--- src/rtl/alu_pkg.sv ---
// Shared types and constants for the ALU output stage.
// Default widths, the occupancy state type and the count-width helper.
package alu_pkg;

    localparam int N_DEF     = 8;
    localparam int DEPTH_DEF = 4;
    localparam int ERRW_DEF  = 8;

    typedef enum logic [1:0] {
        OCC_EMPTY,
        OCC_PART,
        OCC_FULL
    } occ_state_t;

    // Bits needed to hold an occupancy of 0..depth inclusive.
    function automatic int cnt_w(input int depth);
        return $clog2(depth + 1);
    endfunction

endpackage

--- src/rtl/alu_out_fifo_mem.sv ---
// Result storage for the ALU output stage.
// Registered write port, asynchronous read port, no reset on the array.
module alu_out_fifo_mem
    import alu_pkg::*;
#(
    parameter int W     = N_DEF + 1,
    parameter int DEPTH = DEPTH_DEF,
    parameter int AW    = $clog2(DEPTH)
) (
    input  logic          i_clk,
    input  logic          i_we,
    input  logic [AW-1:0] i_waddr,
    input  logic [W-1:0]  i_wdata,
    input  logic [AW-1:0] i_raddr,
    output logic [W-1:0]  o_rdata
);

    logic [W-1:0] r_mem [DEPTH];

    // Write the incoming word at the write address.
    always_ff @(posedge i_clk) begin
        if (i_we) begin
            r_mem[i_waddr] <= i_wdata;
        end
    end

    assign o_rdata = r_mem[i_raddr];

endmodule

--- src/rtl/alu_out_stage.sv ---
// Registered output stage behind the ALU: FWFT result FIFO with
// valid/ready on both sides, plus sticky error flag and error counter.
module alu_out_stage
    import alu_pkg::*;
#(
    parameter int N     = N_DEF,
    parameter int DEPTH = DEPTH_DEF,
    parameter int ERRW  = ERRW_DEF
) (
    input  logic                    i_clk,
    input  logic                    i_rst_n,
    input  logic                    i_valid,
    output logic                    o_ready,
    input  logic [N-1:0]            i_data,
    input  logic                    i_err,
    output logic                    o_valid,
    input  logic                    i_ready,
    output logic [N-1:0]            o_data,
    output logic                    o_err,
    input  logic                    i_err_clr,
    output logic                    o_err_sticky,
    output logic [ERRW-1:0]         o_err_cnt,
    output logic [cnt_w(DEPTH)-1:0] o_count
);

    localparam int AW = $clog2(DEPTH);
    localparam int CW = cnt_w(DEPTH);
    localparam logic [CW-1:0] C_FULL = CW'(DEPTH);
    localparam logic [CW-1:0] C_ONE  = CW'(1);

    logic [AW-1:0]   r_wr_ptr;
    logic [AW-1:0]   r_rd_ptr;
    logic [CW-1:0]   r_count;
    occ_state_t      r_state;
    logic [ERRW-1:0] r_err_cnt;
    logic            r_err_sticky;

    logic            w_push;
    logic            w_pop;
    logic            w_err_push;
    logic [N:0]      w_rdata;

    // Handshake flags come straight from the registered occupancy state.
    assign o_ready    = (r_state != OCC_FULL);
    assign o_valid    = (r_state != OCC_EMPTY);
    assign w_push     = i_valid && o_ready;
    assign w_pop      = o_valid && i_ready;
    assign w_err_push = w_push && i_err;

    alu_out_fifo_mem #(
        .W     (N + 1),
        .DEPTH (DEPTH),
        .AW    (AW)
    ) u_mem (
        .i_clk   (i_clk),
        .i_we    (w_push),
        .i_waddr (r_wr_ptr),
        .i_wdata ({i_err, i_data}),
        .i_raddr (r_rd_ptr),
        .o_rdata (w_rdata)
    );

    // Head entry is forced to zero while empty so outputs read 0 after reset.
    assign o_data       = o_valid ? w_rdata[N-1:0] : '0;
    assign o_err        = o_valid & w_rdata[N];
    assign o_count      = r_count;
    assign o_err_cnt    = r_err_cnt;
    assign o_err_sticky = r_err_sticky;

    // Pointers, occupancy count and occupancy state move together.
    always_ff @(posedge i_clk or negedge i_rst_n) begin
        if (!i_rst_n) begin
            r_wr_ptr <= '0;
            r_rd_ptr <= '0;
            r_count  <= '0;
            r_state  <= OCC_EMPTY;
        end else begin
            if (w_push) begin
                r_wr_ptr <= r_wr_ptr + AW'(1);
            end
            if (w_pop) begin
                r_rd_ptr <= r_rd_ptr + AW'(1);
            end
            unique case (r_state)
                OCC_EMPTY: begin
                    if (w_push) begin
                        r_count <= C_ONE;
                        r_state <= OCC_PART;
                    end
                end
                OCC_PART: begin
                    if (w_push && !w_pop) begin
                        r_count <= r_count + C_ONE;
                        if (r_count == C_FULL - C_ONE) begin
                            r_state <= OCC_FULL;
                        end
                    end else if (w_pop && !w_push) begin
                        r_count <= r_count - C_ONE;
                        if (r_count == C_ONE) begin
                            r_state <= OCC_EMPTY;
                        end
                    end
                end
                OCC_FULL: begin
                    if (w_pop) begin
                        r_count <= C_FULL - C_ONE;
                        r_state <= OCC_PART;
                    end
                end
                default: begin
                    r_state <= OCC_EMPTY;
                end
            endcase
        end
    end

    // Error tracking: clear takes effect before a coincident errored push.
    always_ff @(posedge i_clk or negedge i_rst_n) begin
        if (!i_rst_n) begin
            r_err_cnt    <= '0;
            r_err_sticky <= 1'b0;
        end else if (i_err_clr) begin
            r_err_cnt    <= w_err_push ? ERRW'(1) : '0;
            r_err_sticky <= w_err_push;
        end else if (w_err_push) begin
            r_err_sticky <= 1'b1;
            if (r_err_cnt != {ERRW{1'b1}}) begin
                r_err_cnt <= r_err_cnt + ERRW'(1);
            end
        end
    end

endmodule
--- config.mk ---
export PLATFORM = sky130hd
export DESIGN_NAME = alu_out_stage
export DESIGN_NICKNAME = d
export VERILOG_FILES = /design/src/rtl/alu_pkg.sv /design/src/rtl/alu_out_fifo_mem.sv /design/src/rtl/alu_out_stage.sv
export SDC_FILE = /design/constraint.sdc
export NUM_CORES = 1
export LEC_CHECK = 0
export ABC_AREA = 1
export CAP_MARGIN = 25
export CORE_MARGIN = 4
export CORE_UTILIZATION = 58
export CTS_CLUSTER_SIZE = 14
export DETAILED_ROUTE_END_ITERATION = 10
export HOLD_SLACK_MARGIN = 0.05
export PLACE_DENSITY = 0.85
export SYNTH_ARGS = -nofsm -noshare
export SYNTH_HDL_FRONTEND = slang
export SYNTH_SLANG_ARGS = --single-unit
--- constraint.sdc ---
create_clock -name i_clk -period 2.8 [get_ports i_clk]
set_input_delay 0.56 -clock i_clk [delete_from_list [all_inputs] [get_ports i_clk]]
set_output_delay 0.56 -clock i_clk [all_outputs]
set_load 0.005 [all_outputs]
### Congestion heat map

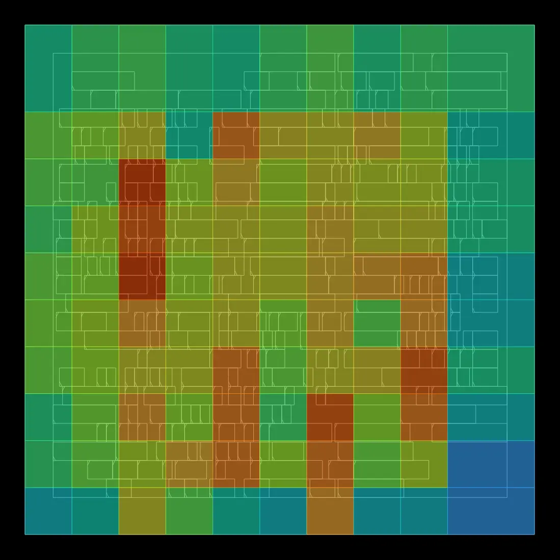
met1 track utilization from global routing: 25.2%
Routed wire per std cell: 13.2 um
total routing usage reported by global routing: 18.3%

### Where the registers sit

(6 px per um)
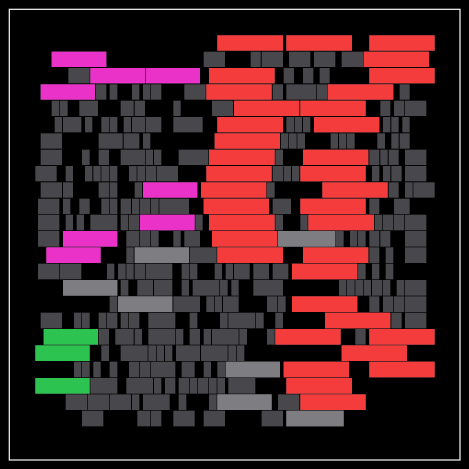
[magenta] o_err_cnt | placed flops: 8
[red] u_mem.r_mem | placed flops: 36
[green] o_count | placed flops: 3
register cell area after layout: 1530 um2
sequential group power: 1.18 mW

==> PnR_summary.wiki <==
== Implementation results ==
{| class="wikitable"
! Metric !! Value
|-
| First-pass GRT wire length || 7780 um
|-
| YS warnings || 0
|-
| Flop pwr share || 45.1%
|-
| Share of total power in the clock network || 15.3%
|-
| Antenna violations before repair || 0
|-
| Port Buffer Count || 36
|-
| #MultiIn Comb || 176
|-
| Number of fill cells || 319
|-
| Overall via count from detail_route || 1820
|-
| Final-report hold violation count || 0
|-
| Setup slack after layout || 0.275 ns
|-
| Routed length on met3 || 185 um
|-
| Detailed-router iteration count before antenna repair || 4
|-
| P_leak || 1.31 nW
|-
| Critical path start-end classification || reg -> out
|-
| Critical path required time || 2.24 ns
|-
| Flop Count || 54
|-
| Max-slew violation total from the final report || 0
|-
| Number of global-route vias before repair || 1738
|-
| Hold Path Sink || o_err_sticky$_DFFE_PN0P_
|-
| CTS-repair resized insts || 0
|-
| Top Layout Cells || 48 x sky130_fd_sc_hd__nor2_1, 45 x sky130_fd_sc_hd__nand2_1, 36 x sky130_fd_sc_hd__clkdlybuf4s50_1, 36 x sky130_fd_sc_hd__edfxtp_1, 24 x sky130_fd_sc_hd__o21ai_0
|-
| Post-synthesis instance area || 2590 um2
|-
| Syn Inst Count || 262
|-
| Hold slack || 0.498 ns
|-
| Fraction of area in registers || 49.1%
|-
| GRT Residual Overflow || 0
|-
| DR top layer || met4
|-
| Half-perimeter wire length after placement || 3500 um
|-
| Power Internal || 1.70 mW
|-
| Std cell rows || 24
|-
| Aoi/oai-family share of the synthesized area || 8.30%
|-
| Number of buffers inserted for hold repair after clock tree synthesis || 0
|-
| Met1 routed wirelength after detailed routing || 2250 um
|-
| Outcome || complete, no violations
|-
| Die Wd || 74.9 um
|-
| Area share of buffers outside the clock network || 12.7%
|-
| Area fraction in full adders, half adders and majority gates || 7.24%
|-
| Total DRC errors in the routed layout || 0
|-
| Setup Slack @ Placement || 0.432 ns
|-
| Vertical die size || 74.9 um
|-
| Maximum operating frequency || 0.396 GHz
|-
| Total number of cells along the worst setup path || 4
|-
| Number of diodes || 0
|}
### Signal wires on met3

(4 px per um)
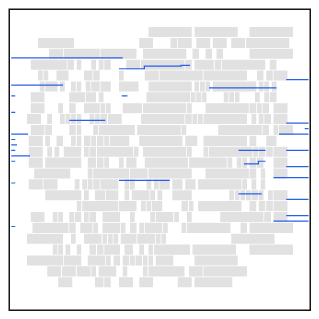
share of all routed wire: 3.9%
longest straight run: 27.6 um
wire length on this layer: 186 um
main direction: horizontal
nets with wire on the layer: 28

### Signal wires by layer

(6 px per um) Only two layers are drawn.
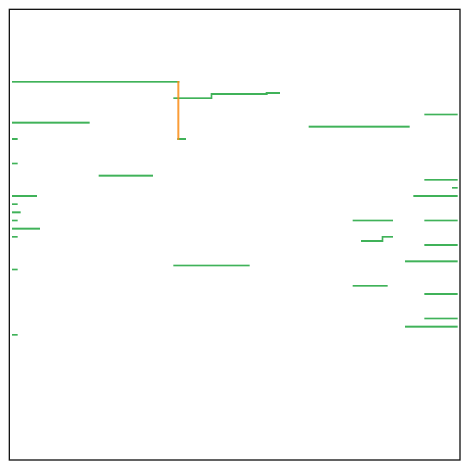
[green] met3 | wire length: 186 um
[orange] met4 | wire length: 9.50 um

Power and IR drop assume default switching activity.
